**src/rtl/seg_defs_pkg.sv**
```systemverilog
// rtl/seg_defs_pkg.sv - shared constants and state encoding for the segment scanner
package seg_defs;

  // Segment vectors are {g,f,e,d,c,b,a}, active-low.
  localparam logic [6:0] SEG_BLANK = 7'h7F;

  typedef enum logic {
    ST_BLANK = 1'b0,
    ST_SHOW  = 1'b1
  } scan_state_t;

endpackage

```
**src/rtl/seven_segment.sv**
```systemverilog
// rtl/seven_segment.sv - hex nibble to active-low {g..a} segment decoder
module seven_segment (
  input  logic [3:0] i_hex,
  output logic [6:0] o_seg
);

  always_comb begin
    o_seg = 7'h7F;
    case (i_hex)
      4'h0: o_seg = 7'b1000000;
      4'h1: o_seg = 7'b1111001;
      4'h2: o_seg = 7'b0100100;
      4'h3: o_seg = 7'b0110000;
      4'h4: o_seg = 7'b0011001;
      4'h5: o_seg = 7'b0010010;
      4'h6: o_seg = 7'b0000010;
      4'h7: o_seg = 7'b1111000;
      4'h8: o_seg = 7'b0000000;
      4'h9: o_seg = 7'b0010000;
      4'hA: o_seg = 7'b0001000;
      4'hB: o_seg = 7'b0000011;
      4'hC: o_seg = 7'b1000110;
      4'hD: o_seg = 7'b0100001;
      4'hE: o_seg = 7'b0000110;
      4'hF: o_seg = 7'b0001110;
      default: o_seg = 7'h7F;
    endcase
  end

endmodule

```
**src/rtl/seven_segment_scanner.sv**
```systemverilog
// rtl/seven_segment_scanner.sv - double-buffered, time-multiplexed common-anode display scanner
module seven_segment_scanner
  import seg_defs::*;
#(
  parameter int DIGITS       = 4,
  parameter int REFRESH_DIV  = 50000,
  parameter int BLANK_CYCLES = 500
) (
  input  logic                  clk,
  input  logic                  rst,
  input  logic                  load,
  input  logic [4*DIGITS-1:0]   data_in,
  input  logic                  lz_suppress,
  output logic [6:0]            seg_out,
  output logic [DIGITS-1:0]     an_out,
  output logic                  frame_done
);

  localparam int IDX_W = $clog2(DIGITS);
  localparam int CNT_W = $clog2(REFRESH_DIV);

  scan_state_t          r_state;
  scan_state_t          w_state_next;
  logic [CNT_W-1:0]     r_cnt;
  logic [CNT_W-1:0]     w_cnt_next;
  logic [IDX_W-1:0]     r_idx;
  logic [IDX_W-1:0]     w_idx_next;
  logic                 w_slot_end;
  logic                 w_frame_wrap;

  logic [4*DIGITS-1:0]  r_shadow;
  logic                 r_pending;
  logic [4*DIGITS-1:0]  r_active;

  logic [3:0]           w_nibble;
  logic [6:0]           w_dec_seg;
  logic                 w_upper_zero;
  logic                 w_suppress;

  logic [6:0]           r_seg;
  logic [DIGITS-1:0]    r_an;
  logic                 r_frame_done;

  assign w_slot_end   = (r_cnt == CNT_W'(REFRESH_DIV - 1));
  assign w_frame_wrap = w_slot_end && (r_idx == IDX_W'(DIGITS - 1));
  assign w_cnt_next   = w_slot_end ? '0 : r_cnt + CNT_W'(1);

  always_comb begin
    w_idx_next = r_idx;
    if (w_slot_end) begin
      w_idx_next = (r_idx == IDX_W'(DIGITS - 1)) ? '0 : r_idx + IDX_W'(1);
    end
  end

  always_ff @(posedge clk or posedge rst) begin
    if (rst) begin
      r_state <= ST_BLANK;
      r_cnt   <= '0;
      r_idx   <= '0;
    end else begin
      r_state <= w_state_next;
      r_cnt   <= w_cnt_next;
      r_idx   <= w_idx_next;
    end
  end

  always_comb begin
    w_state_next = r_state;
    case (r_state)
      ST_BLANK: if (r_cnt == CNT_W'(BLANK_CYCLES - 1)) w_state_next = ST_SHOW;
      ST_SHOW:  if (w_slot_end) w_state_next = ST_BLANK;
      default:  w_state_next = ST_BLANK;
    endcase
  end

  // The frame_done cycle is the swap point: a load there bypasses the shadow.
  always_ff @(posedge clk or posedge rst) begin
    if (rst) begin
      r_shadow  <= '0;
      r_pending <= 1'b0;
      r_active  <= '0;
    end else if (r_frame_done) begin
      if (load) begin
        r_active <= data_in;
      end else if (r_pending) begin
        r_active <= r_shadow;
      end
      r_pending <= 1'b0;
    end else if (load) begin
      r_shadow  <= data_in;
      r_pending <= 1'b1;
    end
  end

  always_comb begin
    w_nibble     = r_active[4*w_idx_next +: 4];
    w_upper_zero = 1'b1;
    for (int k = 0; k < DIGITS; k++) begin
      if (k >= int'(w_idx_next) && r_active[4*k +: 4] != 4'h0) begin
        w_upper_zero = 1'b0;
      end
    end
  end

  assign w_suppress = lz_suppress && (w_idx_next != '0) && w_upper_zero;

  seven_segment u_decoder (
    .i_hex (w_nibble),
    .o_seg (w_dec_seg)
  );

  // Pattern and anode are latched together on SHOW entry and held for the slot.
  always_ff @(posedge clk or posedge rst) begin
    if (rst) begin
      r_seg        <= SEG_BLANK;
      r_an         <= '1;
      r_frame_done <= 1'b0;
    end else begin
      r_frame_done <= w_frame_wrap;
      if (w_state_next == ST_SHOW) begin
        if (r_state == ST_BLANK) begin
          r_an  <= ~(DIGITS'(1) << w_idx_next);
          r_seg <= w_suppress ? SEG_BLANK : w_dec_seg;
        end
      end else begin
        r_an  <= '1;
        r_seg <= SEG_BLANK;
      end
    end
  end

  assign seg_out    = r_seg;
  assign an_out     = r_an;
  assign frame_done = r_frame_done;

endmodule

```
**config.mk**
```make
export PLATFORM = sky130hd
export DESIGN_NAME = seven_segment_scanner
export DESIGN_NICKNAME = d
export VERILOG_FILES = /design/src/rtl/seg_defs_pkg.sv /design/src/rtl/seven_segment.sv /design/src/rtl/seven_segment_scanner.sv
export SDC_FILE = /design/constraint.sdc
export NUM_CORES = 1
export LEC_CHECK = 0
export CORE_MARGIN = 2
export CORE_UTILIZATION = 50
export CTS_CLUSTER_SIZE = 40
export DETAILED_ROUTE_END_ITERATION = 8
export PLACE_DENSITY = 0.76
export SLEW_MARGIN = 40
export SYNTH_ARGS = -nofsm -noshare
export SYNTH_HDL_FRONTEND = slang
export SYNTH_SLANG_ARGS = --single-unit
```
**constraint.sdc**
```tcl
create_clock -name clk -period 3.38 [get_ports clk]
set_clock_uncertainty 0.2 [all_clocks]
set_input_delay 0.676 -clock clk [delete_from_list [all_inputs] [get_ports clk]]
set_output_delay 0.676 -clock clk [all_outputs]
set_load 0.005 [all_outputs]
```
==> images/port_trees.png <==
Scale: 6 px per um.
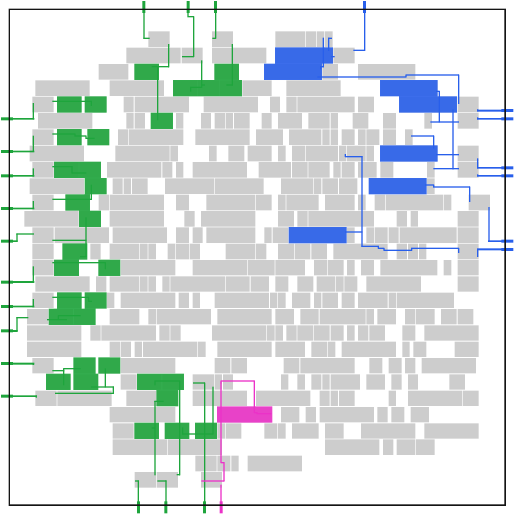
`data_in` -> green  # bits 16, direction input, end cells 32, buffers 16, wire 271 um
`seg_out` -> blue  # bits 7, direction output, end cells 7, buffers 7, wire 159 um
`frame_done` -> magenta  # bits 1, direction output, end cells 1, buffers 1, wire 37.4 um
PortBufs: 31
I/O pin count: 32

==> images/clock_nets.png <==
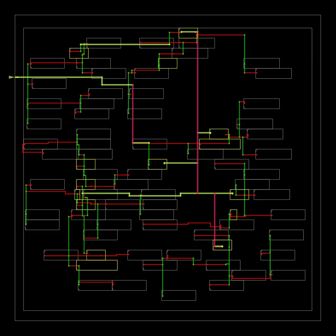
Seq Cell Count: 64
clk latency late pin: 0.34 ns

==> ci_impl_report.md <==
### Metrics collected by this job

| Metric | Value |
|---|---|
| Seq cells post-synth | 64 |
| Setup-failing EPs final | 0 |
| Largest class | sequential cells |
| Met2 Use GR | 0.311 |
| Post-synthesis net count | about 310 |
| R2R Path End | seg_out[3] |
| Routed met2 length | a little over 3 mm |
| Clock buffer count in the final layout | 12 |
| CP max-delay cell | or4b_4 |
| First-pass iteration count of the detailed router | 4 |
| Busiest layer in global routing | met2 |
| Vias per cell | around 5.5 |
| Die ar. | 0.00679 mm^2 |
| Worst Setup EP | seg_out[3] |
| Post-synthesis cell count from yosys | 277 |
| Synthesis Warnings | 0 |
| Post-route cell area | about 0.004 mm^2 |
| Status | finished clean |
| Synth Seq Share | 0.526 |
| Crit Path Category | flip-flop to flip-flop |
| Period utilisation layout | 0.985 |
| Combinational power share | 0.054 |
| Max Cap Viol | 0 |
| P_int | 1.29 mW |
| Largest net degree at the start of global routing | 33 |
| FILL cells | 465 |
| Placed Cells | 389 |
| Simple share | 0.149 |
| WP data arrival | 3.39 ns |
| Largest regs | r_active (16), r_cnt (16), r_shadow (16) |
| Die height | approximately 82 um |
| Distinct lib cells used | 38 |
| Largest Pwr Group | registers |
| Asr flop ratio synth | 1.00 |
| Post CTS Setup Buffer Count | 7 |
| Top cells, area | dfrtp_1 (43%), dfstp_2 (9.4%), mux2_2 (6.2%) |
| Multi-input gates | between 150 and 200 |
| Worst R2R Path Depth | 10 |
| Total GRT Usage | 0.192 |
| Critical path fanouts, max | 5 |
| Adder-cell share of the synthesized area | 0.0326 |
| RD Place Congestion | 0.855 |
| Post-synth top cells | dfrtp_1 (53), nor2_1 (30), nand2_1 (28) |
| Crit. End Element | flip-flop |
| CP Buf/Inv Count | 2 |
| XOR Share, Synth | 0.0399 |
| DRC | 0 |
| Post-Syn Instances | about 280 |
| Floorplan Utilization | 0.519 |
| Syn-to-layout area delta | 28.1% |
| Setup WS pre-CTS | -0.0363 ns |
| Cell Area, Placed | between 0.003 and 0.004 mm^2 |
| Antenna Nets Post-Route | 0 |
| Grt total ovfl | 0 |
| Reg-to-reg startpoint | r_cnt[4] |
| Hold WS | between 0.2 and 0.3 ns |
| Psw | roughly 0.33 mW |
| Fin Setup TNS | 0 ns |
==> images/m3.png <==
Scale: 4 px per um. Cells faint in the background.
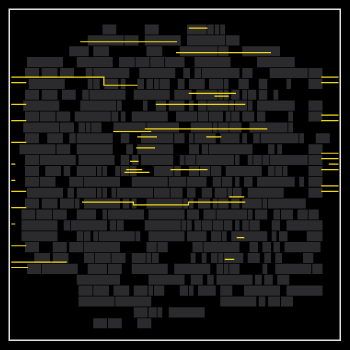
wire length on this layer = 325 um
nets with wire on the layer = 34
main direction = horizontal
share of all routed wire = 5.2%
final WL: 6.30 mm
total number of vias: 2285

==> images/clock_wires.png <==
Scale: 6 px per um.
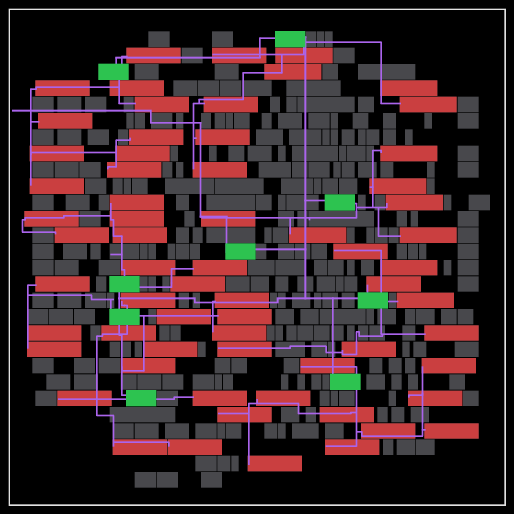
clock-net drivers -> green  # count 9
clock wires -> purple  # length 795 um
flip-flops -> red  # count 64
flops lie = all over the die
clk pwr: 0.729 mW
Clock Power Share: 0.453

No activity file was given, so power comes from the tool's default toggle rates.
